--- config.mk ---
export PLATFORM = sky130hd
export DESIGN_NAME = sccb_cfg_sequencer
export DESIGN_NICKNAME = d
export VERILOG_FILES = /design/src/rtl/sccb_cfg_sequencer.sv
export SDC_FILE = /design/constraint.sdc
export NUM_CORES = 1
export LEC_CHECK = 0
export ABC_AREA = 1
export ABC_CLOCK_PERIOD_IN_PS = 1650
export CORE_UTILIZATION = 35
export DETAILED_ROUTE_END_ITERATION = 10
export PLACE_DENSITY = 0.64
export SYNTH_ARGS = -nofsm -noshare
export SYNTH_HDL_FRONTEND = slang
export SYNTH_SLANG_ARGS = --single-unit
--- constraint.sdc ---
create_clock -name clk -period 1.65 [get_ports clk]
set_input_delay 0.2475 -clock clk [delete_from_list [all_inputs] [get_ports clk]]
set_output_delay 0.2475 -clock clk [all_outputs]
set_load 0.1 [all_outputs]
--- src/rtl/sccb_cfg_sequencer.sv ---
// ---------------------------------------------------------------------------
// sccb_cfg_sequencer
// Walks a register-init table and issues one SCCB write per entry to the SCCB
// master, so the sensor is configured before the packetizer is enabled.
// Table entries are {reg_addr, reg_data}:
//   16'hFFFF      end of table
//   {8'hF0, n}    wait n*DELAY_TICK clk cycles (n = 0 means no wait)
//   anything else one SCCB write of reg_data to reg_addr
// A NACKed write is retried up to RETRIES attempts in total; after that the
// sequence stops in an error state that records the failing table index.
//
// Ports
//   clk        camera-domain clock
//   reset_b    asynchronous active-low reset
//   start      single-cycle pulse, runs the table from entry 0 (ignored while busy)
//   rom_addr   table read address
//   rom_data   table word, valid one clk after rom_addr changes
//   sccb_req   one-cycle write request to the SCCB master
//   sccb_id    device write ID (DEV_ID)
//   sccb_addr  register address of the current write
//   sccb_data  register data of the current write
//   sccb_busy  master transaction in progress
//   sccb_done  one-cycle end-of-transaction pulse
//   sccb_nack  slave did not acknowledge (qualified by sccb_done)
//   busy       sequence in progress
//   cfg_done   table completed without error (held until start/reset)
//   cfg_error  an entry exhausted its retries (held until start/reset)
//   err_index  table index of the failing entry
// ---------------------------------------------------------------------------
module sccb_cfg_sequencer #(
    parameter int unsigned AW         = 6,
    parameter logic [7:0]  DEV_ID     = 8'h42,
    parameter int unsigned RETRIES    = 3,
    parameter int unsigned DELAY_TICK = 40000
) (
    input  logic          clk,
    input  logic          reset_b,
    input  logic          start,
    output logic [AW-1:0] rom_addr,
    input  logic [15:0]   rom_data,
    output logic          sccb_req,
    output logic [7:0]    sccb_id,
    output logic [7:0]    sccb_addr,
    output logic [7:0]    sccb_data,
    input  logic          sccb_busy,
    input  logic          sccb_done,
    input  logic          sccb_nack,
    output logic          busy,
    output logic          cfg_done,
    output logic          cfg_error,
    output logic [AW-1:0] err_index
);

    // Delay counter must hold 255*DELAY_TICK; retry counter must hold RETRIES.
    localparam int unsigned DCW = $clog2(255 * DELAY_TICK + 1);
    localparam int unsigned RCW = $clog2(RETRIES + 1);

    localparam logic [15:0] END_MARKER = 16'hFFFF;
    localparam logic [7:0]  DELAY_ADDR = 8'hF0;

    typedef enum logic [3:0] {
        S_IDLE,
        S_FETCH,
        S_DECODE,
        S_ISSUE,
        S_WAIT,
        S_DELAY,
        S_NEXT,
        S_DONE,
        S_ERROR
    } state_e;

    state_e          state_q;
    logic [AW-1:0]   rom_addr_q;
    logic [7:0]      sccb_addr_q;
    logic [7:0]      sccb_data_q;
    logic            busy_q;
    logic            cfg_done_q;
    logic            cfg_error_q;
    logic [AW-1:0]   err_index_q;
    logic [RCW-1:0]  retry_q;
    logic [DCW-1:0]  dly_q;

    logic [RCW-1:0]  retry_d;
    logic [DCW-1:0]  dly_d;
    logic            retry_left;
    logic            table_last;

    // Attempt count after a NACK, and whether another attempt is allowed.
    assign retry_d    = retry_q + RCW'(1);
    assign retry_left = (32'(retry_d) < RETRIES);

    // Delay length of the entry currently presented by the table.
    assign dly_d      = DCW'(rom_data[7:0]) * DCW'(DELAY_TICK);

    assign table_last = &rom_addr_q;

    // Sequencer FSM: state, table pointer, latched write and status registers.
    always_ff @(posedge clk or negedge reset_b) begin
        if (!reset_b) begin
            state_q     <= S_IDLE;
            rom_addr_q  <= '0;
            sccb_addr_q <= '0;
            sccb_data_q <= '0;
            busy_q      <= 1'b0;
            cfg_done_q  <= 1'b0;
            cfg_error_q <= 1'b0;
            err_index_q <= '0;
            retry_q     <= '0;
            dly_q       <= '0;
        end else begin
            case (state_q)
                S_IDLE, S_DONE, S_ERROR: begin
                    if (start) begin
                        cfg_done_q  <= 1'b0;
                        cfg_error_q <= 1'b0;
                        rom_addr_q  <= '0;
                        retry_q     <= '0;
                        busy_q      <= 1'b1;
                        state_q     <= S_FETCH;
                    end
                end

                // Table read latency.
                S_FETCH: begin
                    state_q <= S_DECODE;
                end

                S_DECODE: begin
                    if (rom_data == END_MARKER) begin
                        busy_q     <= 1'b0;
                        cfg_done_q <= 1'b1;
                        state_q    <= S_DONE;
                    end else if (rom_data[15:8] == DELAY_ADDR) begin
                        if (rom_data[7:0] == 8'd0) begin
                            state_q <= S_NEXT;
                        end else begin
                            dly_q   <= dly_d;
                            state_q <= S_DELAY;
                        end
                    end else begin
                        sccb_addr_q <= rom_data[15:8];
                        sccb_data_q <= rom_data[7:0];
                        state_q     <= S_ISSUE;
                    end
                end

                // Request is decoded from this state; leave once the master takes it.
                S_ISSUE: begin
                    if (!sccb_busy) begin
                        state_q <= S_WAIT;
                    end
                end

                // No timeout: a master that never answers keeps the sequence here.
                S_WAIT: begin
                    if (sccb_done) begin
                        if (!sccb_nack) begin
                            state_q <= S_NEXT;
                        end else if (retry_left) begin
                            retry_q <= retry_d;
                            state_q <= S_ISSUE;
                        end else begin
                            retry_q     <= retry_d;
                            err_index_q <= rom_addr_q;
                            busy_q      <= 1'b0;
                            cfg_error_q <= 1'b1;
                            state_q     <= S_ERROR;
                        end
                    end
                end

                // Residence is exactly the loaded count: exit in the cycle it reads 1.
                S_DELAY: begin
                    if (dly_q == DCW'(1)) begin
                        dly_q   <= '0;
                        state_q <= S_NEXT;
                    end else begin
                        dly_q <= dly_q - DCW'(1);
                    end
                end

                // Last table slot ends the sequence rather than wrapping to 0.
                S_NEXT: begin
                    retry_q <= '0;
                    if (table_last) begin
                        busy_q     <= 1'b0;
                        cfg_done_q <= 1'b1;
                        state_q    <= S_DONE;
                    end else begin
                        rom_addr_q <= rom_addr_q + AW'(1);
                        state_q    <= S_FETCH;
                    end
                end

                default: begin
                    busy_q  <= 1'b0;
                    state_q <= S_IDLE;
                end
            endcase
        end
    end

    // Request goes out in the first ISSUE cycle the master is idle, so it is
    // decoded from the registered state rather than registered itself.
    assign sccb_req  = (state_q == S_ISSUE) && !sccb_busy;

    assign rom_addr  = rom_addr_q;
    assign sccb_id   = DEV_ID;
    assign sccb_addr = sccb_addr_q;
    assign sccb_data = sccb_data_q;
    assign busy      = busy_q;
    assign cfg_done  = cfg_done_q;
    assign cfg_error = cfg_error_q;
    assign err_index = err_index_q;

endmodule

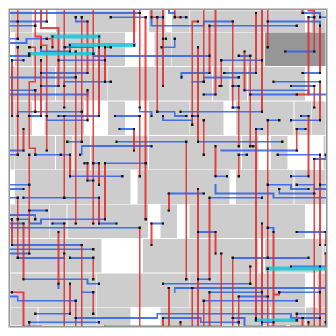
run_1/detail.png
Region (47, 23) to (72, 48) um. Cells in grey, sequential cells in the stronger grey; small squares are vias.
Key: blue = metal 1; cyan = metal 3; red = metal 2
54 logic cells have their middle in the window. Netlist names of flops here include dly_q (1). Sequential cells in the window: 1. Most frequent: inv_1 (8), ha_1 (7), buf_4 (7).

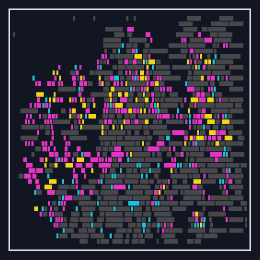
run_1/logic_types.png
(2 px per um)
Key: cyan = inv cells [cells 87, most used inv_1, where widely spread]; magenta = nand cells [cells 262, most used nand2_1]; yellow = nor cells [cells 85, most used nor2_1]
Comb area share: 45.11%
fin cells: 1023
most used logic cell in the final layout: nand2_1

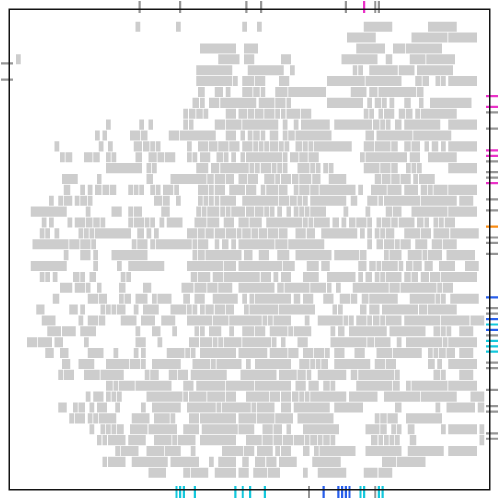
run_1/io_placement.png
(4 px per um) Pins as bars across the die edge, other pins in grey.
Key: magenta = err_index [pins 6, direction output, edge 5 right, 1 top]; cyan = rom_data [pins 16, direction input, edge 12 bottom, 4 right]; orange = sccb_done [pins 1, direction input, edge right]; blue = sccb_data [pins 8, direction output, edge 5 bottom, 3 right]
All pins by edge: 33 right, 19 bottom, 8 top, 2 left.
Port Buffers: 53
DIE WIDTH: 119.8 um

==> flow_metrics.tcl, run 1 <==
# collected from the flow reports
set metrics [dict create \
    critical_path_class "in2reg" \
    combPwrFrac_pct 66.8 \
    rsz0062_at_grt "true" \
    wl_met2_mm 7.704 \
    io_pins 62 \
    grt_pass1_wl_mm 24.56 \
    postRouteAntennaNets 0 \
    firstDrtPassIters 5 \
    tns_ns -13.31 \
    synth.distinct_cells 35 \
    logic_area_um2 3523 \
    layout.area.seq_um2 1543 \
    crit_buf_inv 4 \
    whs_path_depth 4 \
    n_antenna_cell 0 \
    synthDominantCellAreaShare_pct 31.44 \
    power.total_mw 13.76 \
    die_area_um2 14340 \
    clkTransAtPathRegs_ns 0.06 \
    synthTopCellsByArea "dfrtp_1 31%, nand2_1 14%, ha_1 12%" \
    clk_latency_ns 0.34 \
    ys_seq_share_pct 31.44 \
    grt_util_met1_pct 26.69 \
    hp-start "rom_data[4]" \
    clock_sinks 61 \
    drv_cap 0 \
    gr-usage-met2_pct 37.83 \
    wl_mm 15.35 \
    reg2reg_to "dly_q[12]" \
    timing.final.ws_setup_ns -1.337 \
    core_um2 13400 \
    hold_class "in2reg" \
    viasPerCell 4.990 \
    power_density_nw_per_um2 1762 \
    start_kind "primary input" \
    netlist_instances 667 \
    grt_pass1_vias 5113 \
    switchingPower_mw 6.796 \
    cp_max_fo 4 \
    p_int_mw 6.968 \
    finalCriticalPeriod_ns 2.987 \
    ctsHtreeMaxLevel 3 \
    fin_crit_sh_pct 181.0 \
    outcome "finished with violations" \
    fillCellCount 1137 \
    cts_tree "built" \
    holdPathEnd "sccb_data[4]" \
    drive_above_1_share_pct 39.08 \
    synth_flop_count 61 \
    p_seq_share_pct 19.3 \
    rows 42 \
    grt.busiest_layer "met2" \
    arrival_ns 3.22 \
    endpoint_kind "flip-flop" \
    r2r_setup_slack_ns -0.17 \
    finalMaxSlewViolations 0 \
    cpLargestDelayFamily "adder cells" \
    violations "negative setup slack" \
    dr_wl_met3_um 624 \
    finalHoldViolCount 0 \
    syn_area_um2 4855 \
    edf_count 0 \
    critical_path.cell_chain "buf_8 -> fa_1 -> fa_1 -> ha_1 -> inv_2 -> fa_1 -> inv_2 -> ha_4 -> a21oi_4 -> buf_6 -> nand2_2 -> nand2_2 -> nand4_1 -> nand3_2 -> nand2_1 -> nand2_1 -> nand2_1" \
    setup_viol 16 \
    root_buffer "clkbuf_16" \
    grt_start_max_net_pins 62 \
    critical_path_required_ns 1.89 \
    fin_skew_ns 0.01050 \
    clockPowerShare_pct 13.9 \
    yosys_warnings 0 \
]
[run 1: registers in the layout, indices dropped and copies added, names as in the netlist]
name,count
busy,1
cfg_done,1
cfg_error,1
dly_q,24
err_index,6
retry_q,2
rom_addr,6
sccb_addr,8
sccb_data,8
state_q,4
[run 1: cell type report]
type,count,share of cell area (%)
multi-input combinational,506,45.11
sequential,61,19.75
timing repair buffer,177,24.11
clock inverter,6,0.8329
inverter,87,4.453
tap,176,2.819
clock buffer,10,2.931
[run 1: worst register-to-register path, delay by kind of cell, from the launching register on]
| kind | cells | cell delay (ns) |
|---|---|---|
| DFF | 1 | 0.42 |
| buffers and inverters | 1 | 0.17 |
| xor gates and xnor gates | 1 | 0.22 |
| AOI/OAI and AO/OA | 1 | 0.17 |
| and+or+nand+nor | 5 | 0.78 |
[run 1: cell families after synthesis]
group           share of synthesized area [%]
fa+ha+maj                               16.80
xor+xnor                                1.624
other cells                            0.1547
mux                                    0.4639
buf+inv                                 9.819
simple gates                            31.16
flops                                   31.44
compound gates                          8.531
[run 1: placed cells by master, fill, tap and decap left out, drive strengths merged]
cell type	n
o21bai	1
dlygate4sd3	1
inv	86
o21ai	48
clkdlybuf4s50	12
ha	46
a21oi	22
bufinv	1
dlygate4sd2	1
o21a	1
clkbuf	11
o211ai	1
or2	3
clkinvlp	2
o22ai	4
buf	161
clkdlybuf4s15	1
nand4	15
a31oi	2
xor2	5
nand2	190
conb	8
xnor2	4
fa	12
nand3b	5
nand3	52
dfrtp	61
nor3	11
nor2	74
mux2	2
clkinv	4
[run 1: power by group through the flow]
| stage | combinational [mW] | sequential, mW | clock [mW] |
|---|---|---|---|
| 2_1_floorplan | 3.45 | 4.04 | 0 |
| 3_3_place_gp | 7.66 | 2.58 | 0 |
| 3_5_place_dp | 7.79 | 2.60 | 0 |
| 4_1_cts | 8.49 | 2.60 | 1.93 |
| 5_1_grt | 9.91 | 2.72 | 1.99 |
| 6_report | 9.20 | 2.66 | 1.91 |
[run 1: repair_timing]
item	4_1_cts	5_1_grt
gates resized	94	87
buffers inserted	20	14
hold buffers	1	0
gates cloned	0	1
pin swaps	49	62
setup endpoints to repair	43	54
hold endpoints to repair	61	0
[run 1: through the flow]
| step | instances | utilization (%) | instance area, um^2 | hold WS (ns) | worst slack (ns) |
|---|---|---|---|---|---|
| 2_1_floorplan | 673 | - | 5042 | -0.04809 | -1.356 |
| 3_3_place_gp | 972 | 49.79 | 6671 | 0.2836 | -2.143 |
| 3_5_place_dp | 972 | 49.79 | 6671 | 0.2902 | -2.103 |
| 4_1_cts | 1009 | 55.27 | 7406 | 0.3514 | -1.359 |
| 5_1_grt | 1023 | 58.29 | 7811 | 0.3515 | -1.498 |
| 6_report | 1023 | 58.29 | 7811 | 0.3325 | -1.337 |
[run 1: how the worst max path moves through the flow]
stage / endpoint / slack, ns / start / depth (start not counted)
after detailed placement: dly_q[20] / -2.10 / rom_data[3] / 19
after floorplan: dly_q[21] / -1.36 / rom_data[7] / 16
after global routing: dly_q[22] / -1.50 / rom_data[6] / 17
after CTS: dly_q[23] / -1.36 / rom_data[5] / 16
final: dly_q[22] / -1.34 / rom_data[6] / 17
after global placement: dly_q[20] / -2.14 / rom_data[3] / 19
run_1/flops_by_reg.png
(2 px per um) Other sequential cells in the stronger grey, the rest of the logic in the fainter grey.
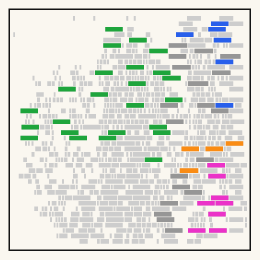

--- run 2 (diff from run 1) ---
Settings changed: ABC_AREA 1 to unset, CORE_ASPECT_RATIO set to 1.2, CORE_MARGIN set to 8.
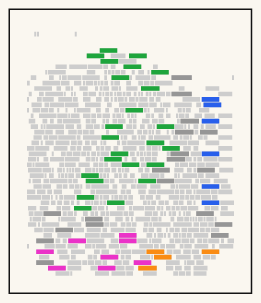
run_2/flops_by_reg.png
(2 px per um) Other sequential cells in the stronger grey, the rest of the logic in the fainter grey.
Key: blue = err_index [placed flops 6, where right middle]; magenta = sccb_addr [placed flops 8]; orange = state_q [placed flops 4]; green = dly_q [placed flops 24]
Seq. pwr: 2.59 mW
utilization after layout: 65.79%
register area: 1541 um^2

==> run 2 against run 1 <==
Compared with the run above: the flow still finishes with violations (negative setup slack); register-to-register slack lost 0.44 ns; power grew 14%; worst setup slack worse by 0.20 ns; area after synthesis fell by 5.7%; die size rose by 19%; clock power hardly changed; critical path type unchanged; critical endpoint is now dly_q[21]; highest routed layer unchanged.
==> flow_metrics.tcl, run 2 <==
# collected from the flow reports
set metrics [dict create \
    antenna_found_initial 0 \
    max_freq_mhz 314.2 \
    mostFrequentLayoutCells "143 x buf_4, 53 x dfrtp_1, 41 x buf_6" \
    drc 0 \
    logic_area_um2 3651 \
    synth.distinct_cells 59 \
    reg2reg_to "err_index[0]" \
    slowest_stage "fa_1" \
    whs_ns 0.2224 \
    ys_async_sr_fraction_pct 100.0 \
    synthTopCellsByArea "dfrtp_1 33%, ha_1 13%, o21ai_0 6.8%" \
    crit_path_frequent_cell "ha_4" \
    vdd.ir_drop.worst_mv 1.243 \
    fin_crit_sh_pct 192.9 \
    critical_path.cell_chain "buf_8 -> inv_12 -> ha_4 -> ha_4 -> inv_2 -> fa_1 -> fa_1 -> inv_2 -> buf_6 -> ha_4 -> a211oi_4 -> o21ai_2 -> o311ai_2 -> a21oi_2 -> xnor2_1 -> o221ai_1" \
    synthTopCellsByCount "62 x o21ai_0, 61 x dfrtp_1, 46 x ha_1" \
    ys_area_um2 4577 \
    rows 45 \
    postRouteAntennaNets 0 \
    power.total_mw 15.74 \
    clock_sinks 61 \
    drive_above_1_share_pct 55.04 \
    ff_type "dfrtp_1" \
    critPathCapture "dly_q[21]" \
    firstDrtPassIters 5 \
    clk_latency_ns 0.34 \
    top_register "dly_q" \
    start_kind "primary input" \
    r2r_setup_slack_ns -0.61 \
    drt_iter0_drc 246 \
    critical_path_class "in2reg" \
    ctsHtreeMaxLevel 3 \
    globalRoute.totalOverflow 0 \
    finalNetCount 809 \
    cts_made_buffers 9 \
    tightest_slew_ns 0.5120 \
    viasPerCell 5.341 \
    yosys.area.top_type "dfrtp_1" \
    edf_count 0 \
    synthDominantCellAreaShare_pct 33.35 \
    synth_dominant_cell_count "o21ai_0" \
    synth_area_per_cell_um2 9.341 \
    fin_skew_ns 0.008030 \
    tool_warnings 34 \
    die_area_um2 17010 \
    core_um2 12720 \
    fp_util_pct 35.97 \
    portBuffers 53 \
    finalMaxSlewViolations 0 \
    finalCriticalPeriod_ns 3.183 \
    outcome "finished with violations" \
    regToRegStartpoint "dly_q[1]" \
    largest_reg_flops 24 \
    synth_flop_count 61 \
    wl_mm 15.87 \
    arrival_ns 3.39 \
    vias 4796 \
    cp-startpoint "rom_data[2]" \
    final_common_cell "buf_4" \
    violations "negative setup slack" \
    hold_class "in2reg" \
    io_pins 62 \
    cp.depth 16 \
    power_density_nw_per_um2 1880 \
    grt_pass1_wl_mm 25.05 \
    syn_area_um2 4577 \
    area_growth_pct 82.91 \
    drv_cap 0 \
    die_x_um 120.4 \
    setup_viol 60 \
    slew_headroom_pct 65.33 \
    clkTransAtPathRegs_ns 0.06 \
    yosys_warnings 0 \
    place.gp.congestion 0.9269 \
    die_y_um 141.3 \
    timing.final.ws_setup_ns -1.533 \
    root_buffer "clkbuf_16" \
    ys_seq_share_pct 33.35 \
    crit_buf_inv 5 \
    critical_path_required_ns 1.85 \
    ff2ff_path_depth 11 \
    n_antenna_cell 0 \
    grtUsageTotal_pct 18.25 \
    dpl.hpwl_mm 10.94 \
    netlist_instances 490 \
    fillCellCount 944 \
    grt_start_max_net_pins 62 \
    rsz0062_at_grt "true" \
    post_drt_wl_per_cell_um 17.67 \
    ys_cells 490 \
    clk_path_buf_depth 2 \
    cts_tree "built" \
    cp_max_fo 2 \
    endpoint_kind "flip-flop" \
    finalHoldViolCount 0 \
    grt_pass1_vias 5030 \
    max_stage_delay_ns 0.51 \
    p_leak_nw 3.798 \
    cpLargestDelayFamily "adder cells" \
]
## run 2: how the worst min path moves through the flow
| stage | to | slack [ns] | from | cells after the start |
|---|---|---|---|---|
| finish | sccb_addr[7] | 0.22 | rom_data[15] | 2 |
| global route | sccb_addr[7] | 0.23 | rom_data[15] | 2 |
| CTS | sccb_data[3] | 0.34 | rom_data[3] | 3 |
| detailed placement | retry_q[1] | 0.29 | reset_b | 2 |
| global placement | state_q[3] | 0.28 | reset_b | 2 |
| floorplan | busy | -0.05 | reset_b | 0 |
## run 2: power breakdown
group / total (mW) / switching [mW] / internal (mW)
sequential: 2.59 / 0.546 / 2.04
clock: 1.93 / 0.755 / 1.17
combinational: 11.2 / 5.98 / 5.25
total: 15.7 / 7.28 / 8.46
## run 2: metal layers
metal / up-vias / GRT usage, % / share of wire [%]
li1: 2251 / - / -
met1: 2386 / 20.75 / 40
met2: 130 / 32.67 / 54
met3: 29 / 3.216 / 3.5
met4: 0 / 7.839 / 2.7
met5: - / 0 / 0
## run 2: logic make-up (layout without fill, tap and decap cells)
group	after synthesis	in the layout	share of synthesized area, %
mux	22	22	5.878
flops	61	61	33.35
other cells	2	8	0.1641
simple gates	149	149	17.71
compound gates	134	134	18.18
fa+ha+maj	58	58	17.82
buf+inv	56	294	5.358
xor+xnor	8	8	1.531
## run 2: repair_timing
item | 4_1_cts | 5_1_grt
endpoints found under the hold margin | 61 | 0
gates cloned | 3 | 1
endpoints found under the setup margin | 62 | 62
hold buffers | 1 | 0
pin swaps | 63 | 71
buffers inserted | 36 | 21
gates resized | 114 | 85
## run 2: layout make-up
cell class,instances,area share (%)
Multi-Input combinational cell,379,43.61
Sequential cell,61,18.41
Clock inverter,7,0.8967
Clock buffer,9,2.690
Tap cell,164,2.451
Inverter,32,1.764
Timing Repair Buffer,246,30.17
## run 2: worst register-to-register path, delay by kind of cell (launching register included)
| kind | cells | cell delay, ns |
|---|---|---|
| mux | 1 | 0.30 |
| buf+inv | 4 | 0.48 |
| simple gates | 4 | 0.56 |
| compound gates | 1 | 0.31 |
| fa+ha+maj | 1 | 0.11 |
| flops | 1 | 0.39 |
## run 2: through the flow
step	cells	setup slack, ns	util, %	setup TNS, ns	instance area (um^2)
5_1_grt	898	-1.623	65.79	-37.04	8372
4_1_cts	885	-1.630	62.91	-34.12	8005
3_3_place_gp	832	-2.166	54.77	-57.79	6969
6_report	898	-1.533	65.79	-32.65	8372
2_1_floorplan	496	-1.480	-	-28.83	5010
3_5_place_dp	832	-2.312	54.77	-61.12	6969
Power figures rest on the tool's default switching activity, not on a simulated workload.
